$ cat src/rtl/chip_idle_pkg.sv
// Shared definitions for the chip idle low-power controller.
//   lp_state_t : encoding of the low-power handshake FSM, exported on lp_state.
//   CNT_W_DEF  : default width of the idle-timeout counter and threshold.
//   STAT_W_DEF : default width of the saturating sleep-entry counter.
package chip_idle_pkg;

    typedef enum logic [1:0] {
        RUN   = 2'd0,
        REQ   = 2'd1,
        SLEEP = 2'd2,
        EXIT  = 2'd3
    } lp_state_t;

    localparam int CNT_W_DEF  = 16;
    localparam int STAT_W_DEF = 16;

endpackage

$ cat src/rtl/chip_idle_timer.sv
// Saturating idle-timeout counter with a threshold compare.
//   clk, rst : core clock, asynchronous active-high reset
//   clr      : clear the count to 0 (wins over inc)
//   inc      : increment the count, holding at all-ones
//   thresh   : live threshold
//   ge       : count >= thresh
module chip_idle_timer #(
    parameter int CNT_W = 16
) (
    input  logic             clk,
    input  logic             rst,
    input  logic             clr,
    input  logic             inc,
    input  logic [CNT_W-1:0] thresh,
    output logic             ge
);

    logic [CNT_W-1:0] cnt_reg;

    always_ff @(posedge clk or posedge rst) begin
        if (rst) begin
            cnt_reg <= '0;
        end else if (clr) begin
            cnt_reg <= '0;
        end else if (inc && (cnt_reg != {CNT_W{1'b1}})) begin
            cnt_reg <= cnt_reg + {{(CNT_W-1){1'b0}}, 1'b1};
        end
    end

    // Compare against the current count so a lowered threshold takes
    // effect on the very next qualified cycle.
    assign ge = (cnt_reg >= thresh);

endmodule

$ cat src/rtl/chip_idle_lp_ctrl.sv
// Chip-level idle low-power controller.
// Registers the chip idle indication, qualifies it with a programmable
// idle timeout, and runs a four-phase req/ack handshake with the PMU to
// enter and leave a clock-gated sleep state.
//   clk, rst         : core clock, asynchronous active-high reset
//   chip_is_idle     : combinational chip idle indication
//   cfg_en           : low-power entry enable
//   cfg_idle_thresh  : idle cycles required before requesting
//   wake_evt         : wake level/pulse
//   lp_ack           : PMU acknowledge
//   lp_req           : low-power request to PMU (registered)
//   clk_gate_en      : gate chip clocks (registered, SLEEP only)
//   lp_state         : current FSM state
//   sleep_cnt        : saturating count of SLEEP entries
module chip_idle_lp_ctrl
    import chip_idle_pkg::*;
#(
    parameter int CNT_W  = CNT_W_DEF,
    parameter int STAT_W = STAT_W_DEF
) (
    input  logic              clk,
    input  logic              rst,
    input  logic              chip_is_idle,
    input  logic              cfg_en,
    input  logic [CNT_W-1:0]  cfg_idle_thresh,
    input  logic              wake_evt,
    input  logic              lp_ack,
    output logic              lp_req,
    output logic              clk_gate_en,
    output logic [1:0]        lp_state,
    output logic [STAT_W-1:0] sleep_cnt
);

    lp_state_t         state_reg, state_next;
    logic              idle_q_reg;
    logic              lp_req_reg, lp_req_next;
    logic              gate_reg, gate_next;
    logic [STAT_W-1:0] sleep_cnt_reg;
    logic              sleep_entry;
    logic              qual;
    logic              timer_clr, timer_inc, timer_ge;

    // cfg_en dropping or any wake behaves exactly like the chip going busy.
    assign qual = idle_q_reg & cfg_en & ~wake_evt;

    // Counting happens only in RUN; every other state (and any unqualified
    // cycle) holds the counter at 0 so a full threshold is needed after exit.
    assign timer_inc = (state_reg == RUN) & qual;
    assign timer_clr = (state_reg != RUN) | ~qual;

    chip_idle_timer #(
        .CNT_W (CNT_W)
    ) u_timer (
        .clk    (clk),
        .rst    (rst),
        .clr    (timer_clr),
        .inc    (timer_inc),
        .thresh (cfg_idle_thresh),
        .ge     (timer_ge)
    );

    always_ff @(posedge clk or posedge rst) begin
        if (rst) begin
            state_reg     <= RUN;
            idle_q_reg    <= 1'b0;
            lp_req_reg    <= 1'b0;
            gate_reg      <= 1'b0;
            sleep_cnt_reg <= '0;
        end else begin
            state_reg  <= state_next;
            idle_q_reg <= chip_is_idle;
            lp_req_reg <= lp_req_next;
            gate_reg   <= gate_next;
            if (sleep_entry && (sleep_cnt_reg != {STAT_W{1'b1}})) begin
                sleep_cnt_reg <= sleep_cnt_reg + {{(STAT_W-1){1'b0}}, 1'b1};
            end
        end
    end

    always_comb begin
        state_next = state_reg;
        case (state_reg)
            RUN: begin
                // Holding off while lp_ack is still high keeps lp_req from
                // rising into a stale acknowledge.
                if (qual && timer_ge && !lp_ack) begin
                    state_next = REQ;
                end
            end
            REQ: begin
                // Abort has priority over a simultaneous acknowledge.
                if (!qual) begin
                    state_next = EXIT;
                end else if (lp_ack) begin
                    state_next = SLEEP;
                end
            end
            SLEEP: begin
                // lp_ack is deliberately ignored here.
                if (!qual) begin
                    state_next = EXIT;
                end
            end
            EXIT: begin
                if (!lp_ack) begin
                    state_next = RUN;
                end
            end
            default: begin
                state_next = RUN;
            end
        endcase
    end

    // Outputs are registered copies of the next state's decode.
    assign lp_req_next = (state_next == REQ) || (state_next == SLEEP);
    assign gate_next   = (state_next == SLEEP);
    assign sleep_entry = (state_reg == REQ) && (state_next == SLEEP);

    assign lp_req      = lp_req_reg;
    assign clk_gate_en = gate_reg;
    assign lp_state    = state_reg;
    assign sleep_cnt   = sleep_cnt_reg;

endmodule

$ cat config.mk
export PLATFORM = sky130hd
export DESIGN_NAME = chip_idle_lp_ctrl
export DESIGN_NICKNAME = d
export VERILOG_FILES = /design/src/rtl/chip_idle_pkg.sv /design/src/rtl/chip_idle_timer.sv /design/src/rtl/chip_idle_lp_ctrl.sv
export SDC_FILE = /design/constraint.sdc
export NUM_CORES = 1
export LEC_CHECK = 0
export CORE_ASPECT_RATIO = 0.8
export CORE_MARGIN = 3
export CORE_UTILIZATION = 40
export DETAILED_ROUTE_END_ITERATION = 16
export PLACE_DENSITY_LB_ADDON = 0.2
export SETUP_SLACK_MARGIN = 0.4
export SKIP_CTS_REPAIR_TIMING = 1
export SKIP_LAST_GASP = 1
export SLEW_MARGIN = 20
export SYNTH_ARGS = -nofsm -noshare
export SYNTH_HDL_FRONTEND = slang
export SYNTH_SLANG_ARGS = --single-unit
export TNS_END_PERCENT = 100
$ cat constraint.sdc
create_clock -name clk -period 8.6 [get_ports clk]
set_input_delay 1.29 -clock clk [delete_from_list [all_inputs] [get_ports clk]]
set_output_delay 1.29 -clock clk [all_outputs]
set_load 0.05 [all_outputs]
### Routed metal, one color a layer

(4 px per um) Two of the layers only.
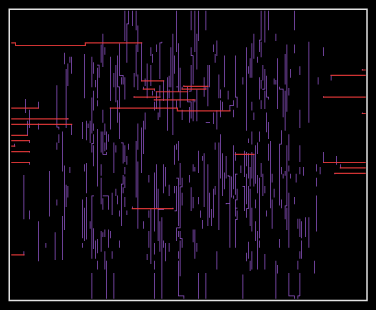
layer	color	wire length
metal 2	purple	1,970 um
metal 3	red	224 um
DR vias: 1,801
wire per inst: 13.24 um
WL final: 4581 um
GRT Util Overall: 15.23%

### Wiring heat map

(3 px per um) The die is cut into 18 by 14 equal tiles; dark purple is low, yellow is high, scaled to the fullest tile. Values are wire area over tile area, all layers added.
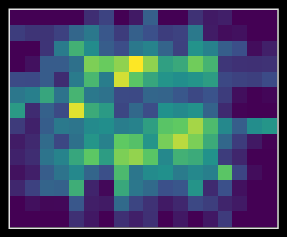
tiles over half the peak	21%
mean over tiles	0.11
nearly empty tiles	16%
fullest tile	0.37
emptiest ninth of the die	south-east
densest ninth of the die	center

==> results.toml <==
# synthesis and place-and-route metrics
[status]
status = "finished, final reports clean"

[yosys]
syn_inst = 235
synth_area_um2 = 2208
syn-mean-instance-area_um2 = 9.397
simple_gate_share_pct = 24.19
top_logic_kind = "simple AND/OR/NAND/NOR gates"
top_cells_by_count = "dfrtp_1 (37), nor2_1 (24), inv_1 (21)"
synth.largest_area_cell = "dfrtp_1"
syn_nets = 276
yosysCellCount = 235

[cells_and_area]
seq_share_pct = 33.27
inv_count = 21
largest_class = "multi-input combinational cells"
n_fill_cell = 496
clkbuf_count = 6

[worst_hold_path]
hold-path-cell-count = 1
hp-class = "reg -> reg"

[critical_path]
cp.buffers_inverters = 1
worstSetupEndpoint = "sleep_cnt[12]"
path_class = "in -> reg"
cp_slowest_cell = "a2111oi_0"
worstPathMaxFanout = 6
r2r_start = "u_timer.cnt_reg[0]"

[job]
max_cap_viol_count = 0

[final_timing]
slew_headroom_pct = 55.76
drv_slew = 0

[cts]
clock-sinks = 37
cts_buffer_depth = 2

[placement]
pre_cts_slack_ns = 4.030
placed_cells = 338
hpwl_um = 3503

[power_and_ir_drop]
p_int_w = 0.0003118
pg_seq_w = 0.000215
combPwrFrac_pct = 33.5

[routing]
drc_errors = 0
final_antenna_net_count = 0
